===== src/rtl/dot_acc_2x36u.sv =====
// Sums two multiplier products per beat and accumulates them over last-delimited vectors into a 2-entry FWFT FIFO.
// Optional DOT_ACC_SATURATE_EN: clamp the accumulator to all-ones on overflow instead of wrapping.
module dot_acc_2x36u #(
    parameter int unsigned MUL_LATENCY = 4,
    parameter int unsigned IN_WIDTH    = 36,
    parameter int unsigned ACC_WIDTH   = 48
) (
    input  logic                 clk,
    input  logic                 arst,
    input  logic                 in_valid,
    input  logic                 in_last,
    output logic                 in_ready,
    input  logic [IN_WIDTH-1:0]  resulta,
    input  logic [IN_WIDTH-1:0]  resultb,
    output logic                 out_valid,
    input  logic                 out_ready,
    output logic [ACC_WIDTH-1:0] out_data,
    output logic                 out_ovf
);

    localparam int unsigned SUM_W = IN_WIDTH + 1;
    localparam int unsigned RAW_W = ACC_WIDTH + 1;
    // Capture stage plus MUL_LATENCY shifts, so a_valid coincides with resulta/resultb.
    localparam int unsigned DLY   = MUL_LATENCY + 1;

    typedef struct packed {
        logic                 ovf;
        logic [ACC_WIDTH-1:0] data;
    } entry_t;

    logic [DLY-1:0]       vld_sr;
    logic [DLY-1:0]       last_sr;
    logic                 accept_c;
    logic                 a_valid_c;
    logic                 a_last_c;

    logic [ACC_WIDTH-1:0] acc_q;
    logic                 ovf_q;
    logic                 first_q;
    logic [SUM_W-1:0]     sum_c;
    logic [RAW_W-1:0]     raw_c;
    logic                 ovf_next_c;
    logic [ACC_WIDTH-1:0] acc_next_c;

    logic [1:0]           rsv_q;
    logic [1:0]           rsv_next_c;

    entry_t               head_q;
    entry_t               tail_q;
    logic [1:0]           cnt_q;
    entry_t               head_next_c;
    entry_t               tail_next_c;
    logic [1:0]           cnt_next_c;
    entry_t               new_entry_c;
    logic                 push_c;
    logic                 pop_c;

    assign accept_c  = in_valid & in_ready;
    assign a_valid_c = vld_sr[DLY-1];
    assign a_last_c  = last_sr[DLY-1];

    // Valid/last delay line matching the multiplier pipeline.
    always_ff @(posedge clk or posedge arst) begin
        if (arst) begin
            vld_sr  <= '0;
            last_sr <= '0;
        end else begin
            vld_sr  <= {vld_sr[DLY-2:0], accept_c};
            last_sr <= {last_sr[DLY-2:0], accept_c & in_last};
        end
    end

    // Per-beat sum and accumulator next value.
    always_comb begin
        sum_c      = SUM_W'(resulta) + SUM_W'(resultb);
        raw_c      = (first_q ? RAW_W'(0) : RAW_W'(acc_q)) + RAW_W'(sum_c);
        ovf_next_c = (first_q ? 1'b0 : ovf_q) | raw_c[ACC_WIDTH];
`ifdef DOT_ACC_SATURATE_EN
        acc_next_c = ovf_next_c ? '1 : raw_c[ACC_WIDTH-1:0];
`else
        acc_next_c = raw_c[ACC_WIDTH-1:0];
`endif
    end

    always_ff @(posedge clk or posedge arst) begin
        if (arst) begin
            acc_q   <= '0;
            ovf_q   <= 1'b0;
            first_q <= 1'b1;
        end else if (a_valid_c) begin
            acc_q   <= acc_next_c;
            ovf_q   <= ovf_next_c;
            first_q <= a_last_c;
        end
    end

    assign push_c = a_valid_c & a_last_c;
    assign pop_c  = out_valid & out_ready;

    // Reservation: one slot per accepted vector end, released on pop.
    always_comb begin
        rsv_next_c = rsv_q;
        if ((accept_c & in_last) & ~pop_c) begin
            rsv_next_c = rsv_q + 2'd1;
        end else if (~(accept_c & in_last) & pop_c) begin
            rsv_next_c = rsv_q - 2'd1;
        end
    end

    always_ff @(posedge clk or posedge arst) begin
        if (arst) begin
            rsv_q    <= 2'd0;
            in_ready <= 1'b1;
        end else begin
            rsv_q    <= rsv_next_c;
            in_ready <= (rsv_next_c < 2'd2);
        end
    end

    // Two-entry FIFO; head register drives the outputs directly.
    always_comb begin
        new_entry_c.ovf  = ovf_next_c;
        new_entry_c.data = acc_next_c;
        head_next_c      = head_q;
        tail_next_c      = tail_q;
        cnt_next_c       = cnt_q;
        case (cnt_q)
            2'd0: begin
                if (push_c) begin
                    head_next_c = new_entry_c;
                    cnt_next_c  = 2'd1;
                end
            end
            2'd1: begin
                if (push_c && pop_c) begin
                    head_next_c = new_entry_c;
                end else if (pop_c) begin
                    cnt_next_c = 2'd0;
                end else if (push_c) begin
                    tail_next_c = new_entry_c;
                    cnt_next_c  = 2'd2;
                end
            end
            default: begin
                if (pop_c) begin
                    head_next_c = tail_q;
                    if (push_c) begin
                        tail_next_c = new_entry_c;
                    end else begin
                        cnt_next_c = 2'd1;
                    end
                end
            end
        endcase
    end

    always_ff @(posedge clk or posedge arst) begin
        if (arst) begin
            head_q    <= '0;
            tail_q    <= '0;
            cnt_q     <= 2'd0;
            out_valid <= 1'b0;
        end else begin
            head_q    <= head_next_c;
            tail_q    <= tail_next_c;
            cnt_q     <= cnt_next_c;
            out_valid <= (cnt_next_c != 2'd0);
        end
    end

    assign out_data = head_q.data;
    assign out_ovf  = head_q.ovf;

endmodule


===== config.mk =====
export PLATFORM = sky130hd
export DESIGN_NAME = dot_acc_2x36u
export DESIGN_NICKNAME = d
export VERILOG_FILES = /design/src/rtl/dot_acc_2x36u.sv
export SDC_FILE = /design/constraint.sdc
export NUM_CORES = 1
export LEC_CHECK = 0
export CORE_ASPECT_RATIO = 1.75
export CORE_MARGIN = 2
export CORE_UTILIZATION = 45
export DETAILED_ROUTE_END_ITERATION = 8
export PLACE_DENSITY = 0.67
export SLEW_MARGIN = 20
export SYNTH_ARGS = -nofsm -noshare
export SYNTH_HDL_FRONTEND = slang
export SYNTH_SLANG_ARGS = --single-unit

===== constraint.sdc =====
create_clock -name clk -period 5.9 [get_ports clk]
set_clock_uncertainty 0.2 [all_clocks]
set_input_delay 0.885 -clock clk [delete_from_list [all_inputs] [get_ports clk]]
set_output_delay 0.885 -clock clk [all_outputs]
set_load 0.03 [all_outputs]

**Cell classes on the final placement**

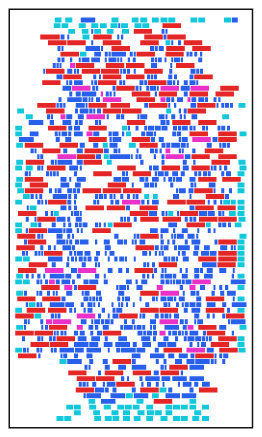
Cyan is remaining buffers and delay cells, cells 141, share of their area 12%. Red is registers, cells 164, share of their area 36%. Blue is remaining logic cells, cells 829, share of their area 48%. Magenta is clock drivers and dummy loads, cells 32, share of their area 4.7%.
sequential cell area share: 34.58%
Finished Cell Area: 11,880 um^2
final core utilization: 55.49%

**Congestion heat map**

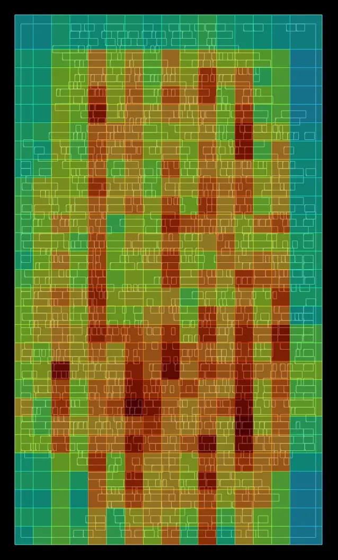
met3 GRT Util: 4.034%
M2 GR Usage: 44.25%
met1 GRT Util: 27.47%

==> results.cfg <==
; implementation run metrics
[grt]
antenna_found_initial = 0
grt_pass1_wl_mm = 43.17
grt.overflow.total = 0
grt_pass1_vias = 8317
track_usage_pct = 24.53

[synth]
ys_seq_elements = 164
flop_cell = dfrtp_1
yosys-stat-area_um2 = 9803
netlist_instances = 1053
synth-edff-count = 0
yosysCellCount = 1053
synth_nets = 1206

[floorplanning]
nWellTaps = 292
fp_util_pct = 45.79
fp.dieW_um = 115.6
die.size.y_um = 199.3
rows = 71
core-area_um2 = 21410

[power_and_ir_drop]
p_sw_share_pct = 49.68
comb_power_share_pct = 63.9
p_int_mw = 4.014
peakVddDrop_uv = 292.9
switchingPower_mw = 3.964
clkPwrFrac_pct = 13.2

[setup_path]
reg2reg_to = out_data[36]
cp.arrival_ns = 4.96
max_stage_delay_ns = 0.78
cp.required_ns = 6.04
r2r_cells = 14
cp-end-kind = flop
cp_slowest_cell = dfstp_2
crit_type = flop to flop
cp_max_fo = 16
r2r_start = first_q

[final_timing]
timing.hold.ws_ns = 0.1505
setup_tns_ns = 0
period_needed_ns = 4.818
min_period_over_period_pct = 81.66
drv_slew = 0
final-hold-violation-count = 0
rsz0062_at_grt = no

[layout]
finalNetCount = 1306
non_clock_inverter_count = 31
area_share_clock_buf_inv_pct = 4.592
comb-cell-share_pct = 45.15
diodes = 0
nClkBuffers = 18
buffer_area_share_pct = 11.59

[job]
tool_warnings = 27

[detailed_routing]
drt-wirelength-per-cell_um = 18.18
drt_drc_violations_left = 0
drt-total-wl_mm = 26.51

[outcome]
status = finished clean

[cts]
clkLatencyLatePin_ns = 0.44
clk_pin_slew_worst_paths_ns = 0.07
ctsResizeCount = 0
clkSinkCount = 164
cts_tree = yes
cts.hold.buffers_added = 0
cts_buffer_depth = 2

[placement]
hpwlAfterDp_mm = 19.62
gp_congestion = 0.9479

[min_path]
hp-class = flop to flop
min_from = vld_sr[0]
**I/O pins on the die edge**

Pins as bars across the die edge, other pins in gray.
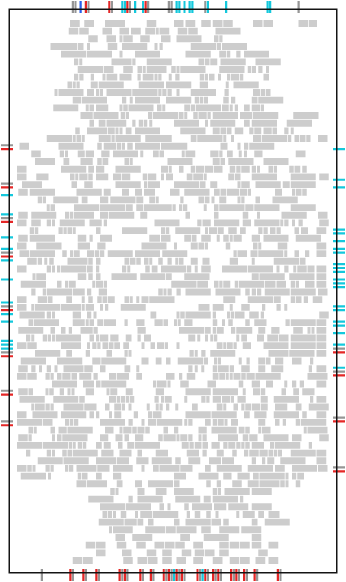
Red is `resulta`, pins 36, direction input, edge 20 bottom, 8 left, 4 top, 4 right. Blue is `in_last`, pins 1, direction input, edge top. Cyan is `out_data`, pins 48, direction output, edge 21 right, 13 top, 12 left, 2 bottom.

cells in the final DEF, fill, tap and decap left out, types with 7 or more instances in the layout:
cell	n
dfrtp_1	161
nand2_1	154
clkdlybuf4s50_1	127
o21ai_0	122
a21oi_1	90
nor2_1	68
ha_1	39
fa_1	37
nor2b_1	36
inv_1	28
xor2_1	23
and3_1	22
xnor2_1	22
a21o_1	20
clkbuf_16	17
mux2i_1	15
buf_4	14
nand4_1	12
o21a_1	11
mux2_2	11
nand3_1	10
o31ai_1	9
a31oi_1	7
inv_6	7
metrics by stage:
step / cells / area, um^2 / utilization [%] / power (mW)
floorplan: 1053 / 9803 / - / 5.352
global placement: 1426 / 11330 / 52.94 / 6.881
detailed placement: 1426 / 11330 / 52.94 / 6.937
CTS: 1458 / 11880 / 55.49 / 8.032
global route: 1458 / 11880 / 55.49 / 8.669
finish: 1458 / 11880 / 55.49 / 7.978
worst max path at each step:
stage               startpoint            to  cells past startpoint
CTS                    first_q  out_data[41]                     16
global route           first_q  out_data[36]                     14
finish                 first_q  out_data[36]                     14
global placement    resulta[1]  out_data[36]                     14
floorplan                 arst      acc_q[0]                      1
detailed placement  resulta[1]  out_data[36]                     14
sequential cells by signal, indices dropped and copies added (netlist names), 2 cells and up:
signal and cells:
acc_q 48, cnt_q 2, last_sr 5, out_data 48, rsv_q 2, tail_q 49, vld_sr 5
power groups by stage:
stage / clock [mW] / combinational [mW] / sequential (mW)
3_5_place_dp: 0 / 5.09 / 1.85
3_3_place_gp: 0 / 5.04 / 1.84
5_1_grt: 1.11 / 5.69 / 1.88
2_1_floorplan: 0 / 3.28 / 2.07
4_1_cts: 1.07 / 5.13 / 1.83
6_report: 1.05 / 5.09 / 1.83
cell families after synthesis:
logic type,share of synthesized area (%)
AND-OR/OR-AND,19.35
XOR/XNOR,4.020
adder cells (fa/ha/maj),12.53
buffers and inverters,3.599
flip-flops,41.89
multiplexers,2.795
AND/OR/NAND/NOR,15.81
per-layer routing:
| metal | share of wire, % | vias to the layer above | track usage (%) |
|---|---|---|---|
| met5 | 0 | - | 0 |
| met4 | 4.6 | 0 | 12.18 |
| met3 | 3.2 | 74 | 4.034 |
| met2 | 54 | 199 | 44.25 |
| met1 | 38 | 3835 | 27.47 |
| li1 | - | 3851 | - |
synth_stat cells, drive strengths merged (3+ instances only):
| master | instances |
|---|---|
| buf | 12 |
| o31ai | 9 |
| xnor2 | 22 |
| nand2b | 5 |
| and3 | 22 |
| o21a | 11 |
| dfrtp | 162 |
| and2 | 5 |
| a21o | 22 |
| nand2 | 154 |
| inv | 29 |
| o21ai | 130 |
| a31oi | 8 |
| mux2 | 11 |
| nand3 | 10 |
| o211ai | 8 |
| a21oi | 92 |
| or3 | 5 |
| nand4 | 13 |
| fa | 37 |
| nor3b | 3 |
| a211oi | 7 |
| nor2b | 36 |
| nor2 | 68 |
| nor3 | 6 |
| clkbuf | 48 |
| mux2i | 15 |
| ha | 39 |
| xor2 | 23 |
Power and IR drop assume default switching activity.
